`config.mk`:
```
export PLATFORM = sky130hd
export DESIGN_NAME = rs_pair_flat
export DESIGN_NICKNAME = d
export VERILOG_FILES = /design/src/rtl/rs_pair_if.sv /design/src/rtl/rs_pair.sv /design/src/flat_wrapper.sv
export SDC_FILE = /design/constraint.sdc
export NUM_CORES = 1
export LEC_CHECK = 0
export CAP_MARGIN = 20
export CORE_AREA = 2 2 131 108
export CTS_BUF_LIST = sky130_fd_sc_hd__clkbuf_4 sky130_fd_sc_hd__clkbuf_8
export CTS_CLUSTER_SIZE = 16
export DETAILED_ROUTE_END_ITERATION = 12
export DIE_AREA = 0 0 133 110
export PLACE_DENSITY = 0.81
export REMOVE_ABC_BUFFERS = 1
export SYNTH_ARGS = -nofsm -noshare
export SYNTH_HDL_FRONTEND = slang
export SYNTH_SLANG_ARGS = --single-unit
```
`constraint.sdc`:
```
create_clock -name clk -period 3.08 [get_ports clk]
set_clock_uncertainty 0.2 [all_clocks]
set_input_delay 0.616 -clock clk [delete_from_list [all_inputs] [get_ports clk]]
set_output_delay 0.616 -clock clk [all_outputs]
set_load 0.01 [all_outputs]
```
`src/rtl/rs_pair_if.sv`:
```
// Bundle of the dispatch buses, CDB snoop, FU issue handshake and free-status
// return seen by one reservation-station pair.
interface rs_pair_if #(
    parameter int INS_PART_WID = 4,
    parameter int TAG_LEN      = 4,
    parameter int DATA_WID     = 16
);
    logic [3*INS_PART_WID-1:0] instruction1;
    logic                      instruction1_valid;
    logic [DATA_WID-1:0]       inst1_op0_val;
    logic [DATA_WID-1:0]       inst1_op1_val;
    logic [3*INS_PART_WID-1:0] instruction2;
    logic                      instruction2_valid;
    logic [DATA_WID-1:0]       inst2_op0_val;
    logic [DATA_WID-1:0]       inst2_op1_val;
    logic                      cdb_valid;
    logic [TAG_LEN-1:0]        cdb_tag;
    logic [DATA_WID-1:0]       cdb_data;
    logic                      fu_req;
    logic [TAG_LEN-1:0]        fu_tag;
    logic [DATA_WID-1:0]       fu_op0;
    logic [DATA_WID-1:0]       fu_op1;
    logic                      fu_ack;
    logic [1:0]                rs_done;
    logic                      protocol_err;

    modport master (
        output instruction1, instruction1_valid, inst1_op0_val, inst1_op1_val,
        output instruction2, instruction2_valid, inst2_op0_val, inst2_op1_val,
        output cdb_valid, cdb_tag, cdb_data, fu_ack,
        input  fu_req, fu_tag, fu_op0, fu_op1, rs_done, protocol_err
    );

    modport slave (
        input  instruction1, instruction1_valid, inst1_op0_val, inst1_op1_val,
        input  instruction2, instruction2_valid, inst2_op0_val, inst2_op1_val,
        input  cdb_valid, cdb_tag, cdb_data, fu_ack,
        output fu_req, fu_tag, fu_op0, fu_op1, rs_done, protocol_err
    );
endinterface

```
`src/rtl/rs_pair.sv`:
```
// Pair of reservation stations for one functional-unit class: captures dispatched
// instructions, resolves operand tags from the CDB, issues oldest-ready to the FU.
module rs_pair #(
    parameter int                      INS_PART_WID = 4,
    parameter int                      TAG_LEN      = 4,
    parameter int                      DATA_WID     = 16,
    parameter logic [INS_PART_WID-1:0] RS_ID0       = 4'b0001,
    parameter logic [INS_PART_WID-1:0] RS_ID1       = 4'b0010
) (
    input  logic      clk,
    input  logic      rst,
    rs_pair_if.slave  bus
);

    typedef enum logic [1:0] {ST_FREE, ST_WAIT, ST_READY, ST_ISSUED} state_t;

    state_t              state_q [2];
    state_t              state_d [2];
    logic [DATA_WID-1:0] val_q   [2][2];
    logic [DATA_WID-1:0] val_d   [2][2];
    logic [TAG_LEN-1:0]  tag_q   [2][2];
    logic [TAG_LEN-1:0]  tag_d   [2][2];
    logic                pend_q  [2][2];
    logic                pend_d  [2][2];
    logic                older_q, older_d;
    logic                lock_q, lock_sel_q;
    logic                sel;
    logic [1:0]          done_q;
    logic                err_q, err_d;

    logic [TAG_LEN-1:0]  rs_id   [2];
    logic [TAG_LEN-1:0]  id_b    [2];
    logic [TAG_LEN-1:0]  src_tag [2][2];
    logic [DATA_WID-1:0] src_val [2][2];
    logic [1:0]          hit1, hit2, take, own_cdb, rdy;
    logic                fu_req;

    assign rs_id[0]       = RS_ID0;
    assign rs_id[1]       = RS_ID1;
    assign id_b[0]        = bus.instruction1[3*INS_PART_WID-1 -: INS_PART_WID];
    assign src_tag[0][0]  = bus.instruction1[2*INS_PART_WID-1 -: INS_PART_WID];
    assign src_tag[0][1]  = bus.instruction1[INS_PART_WID-1:0];
    assign src_val[0][0]  = bus.inst1_op0_val;
    assign src_val[0][1]  = bus.inst1_op1_val;
    assign id_b[1]        = bus.instruction2[3*INS_PART_WID-1 -: INS_PART_WID];
    assign src_tag[1][0]  = bus.instruction2[2*INS_PART_WID-1 -: INS_PART_WID];
    assign src_tag[1][1]  = bus.instruction2[INS_PART_WID-1:0];
    assign src_val[1][0]  = bus.inst2_op0_val;
    assign src_val[1][1]  = bus.inst2_op1_val;

    always_comb begin
        hit1    = '0;
        hit2    = '0;
        take    = '0;
        own_cdb = '0;
        rdy     = '0;
        for (int i = 0; i < 2; i++) begin
            hit1[i]    = bus.instruction1_valid && (id_b[0] == rs_id[i]);
            hit2[i]    = bus.instruction2_valid && (id_b[1] == rs_id[i]);
            take[i]    = (hit1[i] || hit2[i]) && (state_q[i] == ST_FREE);
            own_cdb[i] = bus.cdb_valid && (bus.cdb_tag == rs_id[i]);
            rdy[i]     = (state_q[i] == ST_READY);
        end
    end

    // A request that was not acked keeps its entry selected so the FU sees stable operands.
    assign fu_req = rdy[0] || rdy[1];

    always_comb begin
        if (lock_q)
            sel = lock_sel_q;
        else if (rdy[0] && rdy[1])
            sel = older_q;
        else
            sel = rdy[1];
    end

    assign bus.fu_req       = fu_req;
    assign bus.fu_tag       = fu_req ? rs_id[sel]     : '0;
    assign bus.fu_op0       = fu_req ? val_q[sel][0]  : '0;
    assign bus.fu_op1       = fu_req ? val_q[sel][1]  : '0;
    assign bus.rs_done      = done_q;
    assign bus.protocol_err = err_q;

    always_comb begin
        logic                bsel;
        logic [TAG_LEN-1:0]  stag;
        logic [DATA_WID-1:0] sval;
        bsel    = 1'b0;
        stag    = '0;
        sval    = '0;
        err_d   = 1'b0;
        older_d = older_q;
        for (int i = 0; i < 2; i++) begin
            state_d[i] = state_q[i];
            for (int k = 0; k < 2; k++) begin
                val_d[i][k]  = val_q[i][k];
                tag_d[i][k]  = tag_q[i][k];
                pend_d[i][k] = pend_q[i][k];
            end
            if ((hit1[i] && hit2[i]) ||
                ((hit1[i] || hit2[i]) && (state_q[i] != ST_FREE)) ||
                (own_cdb[i] && (state_q[i] != ST_ISSUED)))
                err_d = 1'b1;
            case (state_q[i])
                ST_FREE: begin
                    if (hit1[i] || hit2[i]) begin
                        bsel = !hit1[i];
                        for (int k = 0; k < 2; k++) begin
                            stag = src_tag[bsel][k];
                            sval = src_val[bsel][k];
                            if (stag == '0) begin
                                val_d[i][k]  = sval;
                                pend_d[i][k] = 1'b0;
                            end else if (bus.cdb_valid && (bus.cdb_tag == stag)) begin
                                val_d[i][k]  = bus.cdb_data;
                                pend_d[i][k] = 1'b0;
                            end else begin
                                tag_d[i][k]  = stag;
                                pend_d[i][k] = 1'b1;
                            end
                        end
                        state_d[i] = (pend_d[i][0] || pend_d[i][1]) ? ST_WAIT : ST_READY;
                    end
                end
                ST_WAIT: begin
                    for (int k = 0; k < 2; k++) begin
                        if (pend_q[i][k] && bus.cdb_valid && (bus.cdb_tag == tag_q[i][k])) begin
                            val_d[i][k]  = bus.cdb_data;
                            pend_d[i][k] = 1'b0;
                        end
                    end
                    if (!pend_d[i][0] && !pend_d[i][1])
                        state_d[i] = ST_READY;
                end
                ST_READY: begin
                    if (bus.fu_ack && (sel == 1'(i)))
                        state_d[i] = ST_ISSUED;
                end
                ST_ISSUED: begin
                    if (own_cdb[i])
                        state_d[i] = ST_FREE;
                end
                default: state_d[i] = ST_FREE;
            endcase
        end
        // Age: an entry dispatched while its sibling is occupied is the younger one.
        if (take[0] && take[1])
            older_d = hit1[1];
        else if (take[0])
            older_d = (state_q[1] != ST_FREE);
        else if (take[1])
            older_d = (state_q[0] == ST_FREE);
    end

    always_ff @(posedge clk) begin
        if (rst) begin
            for (int i = 0; i < 2; i++) begin
                state_q[i]   <= ST_FREE;
                pend_q[i][0] <= 1'b0;
                pend_q[i][1] <= 1'b0;
            end
            older_q    <= 1'b0;
            lock_q     <= 1'b0;
            lock_sel_q <= 1'b0;
            done_q     <= 2'b11;
            err_q      <= 1'b0;
        end else begin
            for (int i = 0; i < 2; i++) begin
                state_q[i]   <= state_d[i];
                pend_q[i][0] <= pend_d[i][0];
                pend_q[i][1] <= pend_d[i][1];
            end
            older_q    <= older_d;
            lock_q     <= fu_req && !bus.fu_ack;
            lock_sel_q <= sel;
            done_q     <= {state_d[1] == ST_FREE, state_d[0] == ST_FREE};
            err_q      <= err_d;
        end
    end

    always_ff @(posedge clk) begin
        val_q <= val_d;
        tag_q <= tag_d;
    end

endmodule
```
`src/flat_wrapper.sv`:
```
// flat-port wrapper written by rule: the top's interface ports become plain ports
module rs_pair_flat 
#(
    parameter int                      INS_PART_WID = 4,
    parameter int                      TAG_LEN      = 4,
    parameter int                      DATA_WID     = 16,
    parameter logic [INS_PART_WID-1:0] RS_ID0       = 4'b0001,
    parameter logic [INS_PART_WID-1:0] RS_ID1       = 4'b0010
)
  (clk, rst, bus_instruction1, bus_instruction1_valid, bus_inst1_op0_val, bus_inst1_op1_val, bus_instruction2, bus_instruction2_valid, bus_inst2_op0_val, bus_inst2_op1_val, bus_cdb_valid, bus_cdb_tag, bus_cdb_data, bus_fu_ack, bus_fu_req, bus_fu_tag, bus_fu_op0, bus_fu_op1, bus_rs_done, bus_protocol_err);
  rs_pair_if #(.INS_PART_WID(INS_PART_WID), .TAG_LEN(TAG_LEN), .DATA_WID(DATA_WID)) bus_i ();
  input  logic clk;
  input  logic rst;
  input wire logic [$bits(bus_i.instruction1)-1:0] bus_instruction1;
  input wire logic [$bits(bus_i.instruction1_valid)-1:0] bus_instruction1_valid;
  input wire logic [$bits(bus_i.inst1_op0_val)-1:0] bus_inst1_op0_val;
  input wire logic [$bits(bus_i.inst1_op1_val)-1:0] bus_inst1_op1_val;
  input wire logic [$bits(bus_i.instruction2)-1:0] bus_instruction2;
  input wire logic [$bits(bus_i.instruction2_valid)-1:0] bus_instruction2_valid;
  input wire logic [$bits(bus_i.inst2_op0_val)-1:0] bus_inst2_op0_val;
  input wire logic [$bits(bus_i.inst2_op1_val)-1:0] bus_inst2_op1_val;
  input wire logic [$bits(bus_i.cdb_valid)-1:0] bus_cdb_valid;
  input wire logic [$bits(bus_i.cdb_tag)-1:0] bus_cdb_tag;
  input wire logic [$bits(bus_i.cdb_data)-1:0] bus_cdb_data;
  input wire logic [$bits(bus_i.fu_ack)-1:0] bus_fu_ack;
  output wire logic [$bits(bus_i.fu_req)-1:0] bus_fu_req;
  output wire logic [$bits(bus_i.fu_tag)-1:0] bus_fu_tag;
  output wire logic [$bits(bus_i.fu_op0)-1:0] bus_fu_op0;
  output wire logic [$bits(bus_i.fu_op1)-1:0] bus_fu_op1;
  output wire logic [$bits(bus_i.rs_done)-1:0] bus_rs_done;
  output wire logic [$bits(bus_i.protocol_err)-1:0] bus_protocol_err;
  assign bus_i.instruction1 = bus_instruction1;
  assign bus_i.instruction1_valid = bus_instruction1_valid;
  assign bus_i.inst1_op0_val = bus_inst1_op0_val;
  assign bus_i.inst1_op1_val = bus_inst1_op1_val;
  assign bus_i.instruction2 = bus_instruction2;
  assign bus_i.instruction2_valid = bus_instruction2_valid;
  assign bus_i.inst2_op0_val = bus_inst2_op0_val;
  assign bus_i.inst2_op1_val = bus_inst2_op1_val;
  assign bus_i.cdb_valid = bus_cdb_valid;
  assign bus_i.cdb_tag = bus_cdb_tag;
  assign bus_i.cdb_data = bus_cdb_data;
  assign bus_i.fu_ack = bus_fu_ack;
  assign bus_fu_req = bus_i.fu_req;
  assign bus_fu_tag = bus_i.fu_tag;
  assign bus_fu_op0 = bus_i.fu_op0;
  assign bus_fu_op1 = bus_i.fu_op1;
  assign bus_rs_done = bus_i.rs_done;
  assign bus_protocol_err = bus_i.protocol_err;
  rs_pair #(.INS_PART_WID(INS_PART_WID), .TAG_LEN(TAG_LEN), .DATA_WID(DATA_WID), .RS_ID0(RS_ID0), .RS_ID1(RS_ID1)) u_core (.clk(clk), .rst(rst), .bus(bus_i));
endmodule
```
==> run_1/ff_map.png <==
Scale bar: 50 um. Other sequential cells in the stronger grey, the rest of the logic in the fainter grey.
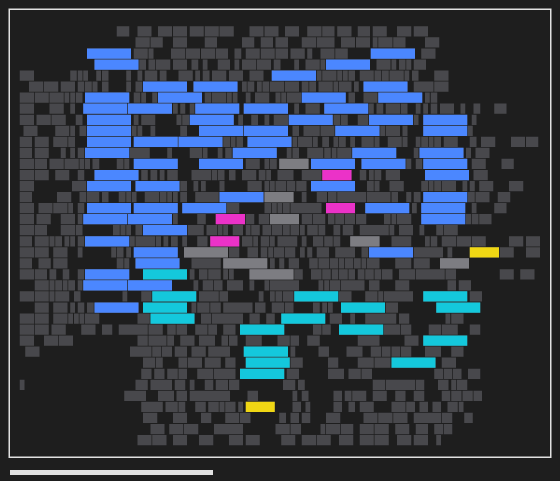
cyan -> u_core.tag_q  # sequential cells 16
blue -> u_core.val_q  # sequential cells 64
yellow -> u_core.bus.rs_done  # sequential cells 2
magenta -> u_core.state_q  # sequential cells 4, where centre

==> run_1/route_heat.png <==
27 x 22 tiles, from dark blue (low) to red (high), scaled to the fullest tile. Values are wire area over tile area, all layers added.
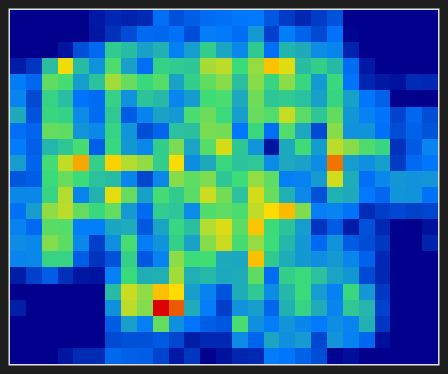
tiles over half the peak = 18%
nearly empty tiles = 16%
densest ninth of the die = centre
mean over tiles = 0.20
fullest tile = 0.68

==> run_1/clock_wires.png <==
Scale bar: 50 um.
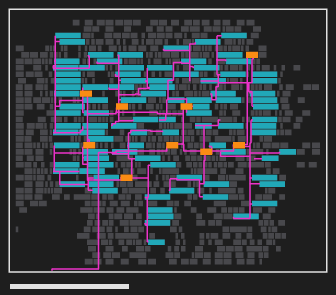
orange -> clock-net drivers  # count 9
magenta -> clock wires  # length 1000 um
cyan -> flip-flops  # count 94
routed clock nets = 10
proportion of power drawn by the clock network: 27.9%
clock latency at the later pin of the worst-skew pair: 0.37 ns
clock network power: 0.000809 W

==> Slide: Implementation Results, run 1 <==
Physical Implementation Snapshot

Clocking
  – Number of buffers created by CTS: 9
  – Cell resize tally after clock tree synthesis: 38
  – Clock tree from TritonCTS: done
  – Post CTS Setup Buffer Count: 1
  – Maximum level of the CTS H-tree: 3
  – Root Buffer: sky130_fd_sc_hd__clkbuf_8

Global route
  – GRT Total Usage: 24.78%
  – Pin count of the biggest net entering global routing: 33
  – Global-route met3 utilization: 4.344%
  – Total congestion overflow: 0

Route
  – Routed wl met3: 1416 um
  – Number of iterations in the first detailed-routing pass: 5
  – Number of remaining DRC errors: 0

Floorplanning
  – FP Core Util: 45.37%
  – Number of placed I/O pins: 154

Placed design
  – Pre-CTS setup slack: -0.3066 ns
  – GP Congestion: 0.9297
  – Area of placed instances: 8184 um^2

Logic synthesis
  – Sequential element share of the synthesized area: 45.07%
  – Dominant kind of combinational cell: AND-OR/OR-AND gates
  – Post-Synth AOI/OAI Area: 16.51%
  – Flip-flops with a built-in enable: 83
  – Cell types with the highest counts after synthesis: sky130_fd_sc_hd__a21oi_1, sky130_fd_sc_hd__nor2_1, sky130_fd_sc_hd__edfxtp_1
  – Synth Warn #: 0

Final timing
  – Worst slack on hold paths: 0.3104 ns
  – Number of hold violations in the final report: 0
  – Number of endpoints failing setup at the final stage: 0
  – Final Critical Period: 2.971 ns

Hold path
  – Hold WC Path Type: reg2reg

Worst setup path
  – Required time of the worst setup path: 2.97 ns
  – Count of buffering cells on the critical path with inverters included: 2
  – Worst Setup SP: bus_instruction1[11]
  – R2R Setup Slk: 0.94 ns
  – Data arrival time of the critical path: 2.86 ns
  – Cell-by-cell trace of the critical path: clkdlybuf4s50_1, nor3b_4, nand3b_4, mux2_4, o2bb2ai_2, o31ai_2, a22oi_1, nor2_2, buf_12
  – Critical setup path kind: in2reg
  – Maximum cell stage delay along the critical path: 0.45 ns
  – Kind of end point of the critical path: flip-flop

Outcome
  – Result of the run: completed

Power
  – Worst voltage drop across the vdd grid: 0.2195 mV
  – Logic pwr share: 23.1%
  – Overall power: 0.002900 W
  – Net switching power of the design: 0.0008279 W

Finish
  – Share of cells above drive strength 1: 15.05%
  – Count of inserted antenna diode cells: 0
  – Layout Cells excl Fill: 1004
  – Area taken by flip-flops and latches: 2713 um^2
  – Combinational gate area: 3112 um^2
  – Filler Cell Count: 1030
-- run 1: final cells by class --
class,instances,area share [%]
flip-flops and latches,94,32.37
clock inverters,7,0.8810
repair buffers,216,25.00
multi-input cells,488,37.14
clock buffers,9,1.478
well taps,180,2.688
inverters,10,0.4480
-- run 1: final timing paths --
kind	cells past startpoint	end
max reg2reg	3	u_core.val_q[8]$_DFFE_PP_
min	2	u_core.pend_q[1][0]$_SDFFE_PP0P_
max	9	u_core.val_q[51]$_DFFE_PP_
min reg2reg	2	u_core.pend_q[1][0]$_SDFFE_PP0P_
-- run 1: worst reg2reg max path: stages, from the launching register on --
cell                      delay (ns)
sky130_fd_sc_hd__dfxtp_1        0.34
sky130_fd_sc_hd__buf_4          0.17
sky130_fd_sc_hd__nor2b_1        0.52
sky130_fd_sc_hd__a31o_2         0.56
==> run_1/sizing.png <==
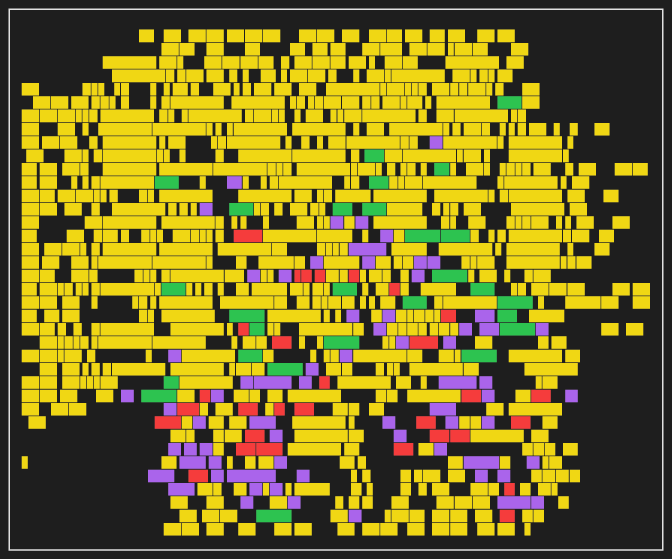

==> run 1 -> run 2 <==
- PLACE_DENSITY: 0.81 -> 0.78
==> run_2/sizing.png <==
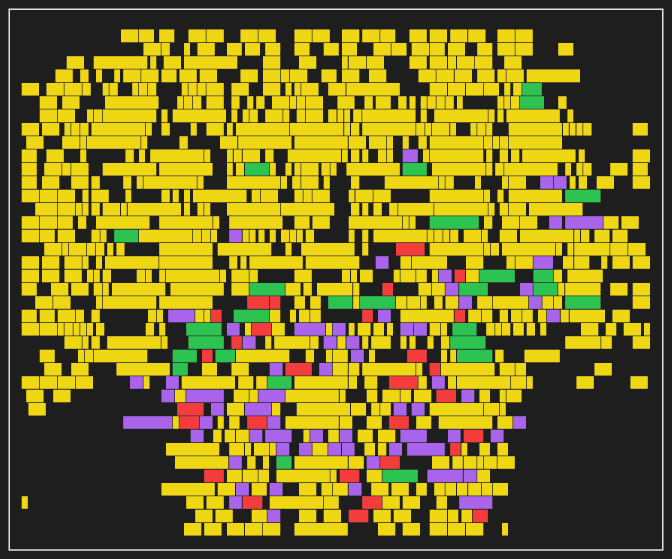
purple -> x3 and x4  # cells 66, share 8.0%
green -> x6 and larger  # cells 27, share 3.3%
red -> x2  # cells 29, share 3.5%
yellow -> x1 and smaller  # cells 701, share 85%

==> Slide: Implementation Results, run 2 <==
Physical Implementation Snapshot

Worst setup path
  – Kind of end point of the critical path: flip-flop (unchanged)
  – Count of buffering cells on the critical path with inverters included: 3 (was 2)
  – Capture point of the worst path: u_core.val_q[30]$_DFFE_PP_ (was u_core.val_q[51]$_DFFE_PP_)
  – Cell-by-cell trace of the critical path: clkdlybuf4s50_1, nor3b_4, nand2_2, buf_12, a2111oi_4, a31oi_1, o31ai_4, a32oi_1, nor2_2, buf_12 (was clkdlybuf4s50_1, nor3b_4, nand3b_4, mux2_4, o2bb2ai_2, o31ai_2, a22oi_1, nor2_2, buf_12)
  – Crit path depth: 10 (was 9)
  – R2R Setup Slk: 1.02 ns (was 0.94 ns)
  – Endpoint of the worst-slack reg-to-reg timing path: u_core.val_q[30]$_DFFE_PP_ (was u_core.val_q[8]$_DFFE_PP_)
  – Required time of the worst setup path: 2.98 ns (was 2.97 ns)
  – Maximum cell stage delay along the critical path: 0.48 ns (was 0.45 ns)

Outcome
  – Result of the run: completed (unchanged)

Global route
  – Total congestion overflow: 0 (unchanged)
  – Pin count of the biggest net entering global routing: 37 (was 33)
  – Global-route met3 utilization: 4.070% (was 4.344%)
  – GRT Total Usage: 24.54% (was 24.78%)

Clocking
  – Clock tree from TritonCTS: done (unchanged)
  – Maximum level of the CTS H-tree: 3 (unchanged)
  – Cell resize tally after clock tree synthesis: 36 (was 38)
  – Number of buffers created by CTS: 9 (unchanged)
  – Post CTS Setup Buffer Count: 3 (was 1)

Logic synthesis
  – Cell types with the highest counts after synthesis: sky130_fd_sc_hd__a21oi_1, sky130_fd_sc_hd__nor2_1, sky130_fd_sc_hd__edfxtp_1 (unchanged)
  – Dominant kind of combinational cell: AND-OR/OR-AND gates (unchanged)
  – Flip-flops with a built-in enable: 83 (unchanged)
  – Synth Warn #: 0 (unchanged)

Power
  – Worst voltage drop across the vdd grid: 0.2738 mV (was 0.2195 mV)
  – Net switching power of the design: 0.0008360 W (was 0.0008279 W)
  – Clock network power: 0.000816 W (was 0.000809 W)

Finish
  – Share of cells above drive strength 1: 14.82% (was 15.05%)
  – Count of inserted antenna diode cells: 0 (unchanged)
  – Area taken by flip-flops and latches: 2713 um^2 (unchanged)
  – Combinational gate area: 3115 um^2 (was 3112 um^2)

Floorplanning
  – FP Core Util: 45.37% (unchanged)
  – Number of placed I/O pins: 154 (unchanged)

Hold path
  – Cell depth of the worst min-delay path: 2 (unchanged)

Final timing
  – Number of endpoints failing setup at the final stage: 0 (unchanged)
  – Worst slack on hold paths: 0.3260 ns (was 0.3104 ns)
  – Final Critical Period: 2.998 ns (was 2.971 ns)
  – Number of hold violations in the final report: 0 (unchanged)
==> run_2/placed.png <==
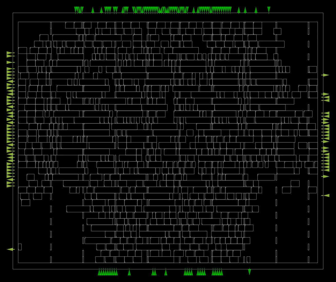
num sequential: 94
final core utilization: 63.35%
Filler Cell Count: 1038
number of tap instances: 180
placeable core region: 13270 um^2

==> run 2: cell count changes in the layout (fill, tap and decap cells not counted), sizes merged <==
cell and change:
inv -1, buf -1, clkinvlp +1
==> run 2: layout make-up <==
class | count | area share (%)
clock buffers | 9 | 1.474
clock inverters | 7 | 0.8636
inverters | 10 | 0.4467
multi-input cells | 488 | 37.08
flip-flops and latches | 94 | 32.28
well taps | 180 | 2.680
repair buffers | 215 | 25.18
Power figures rest on the tool's default switching activity, not on a simulated workload.
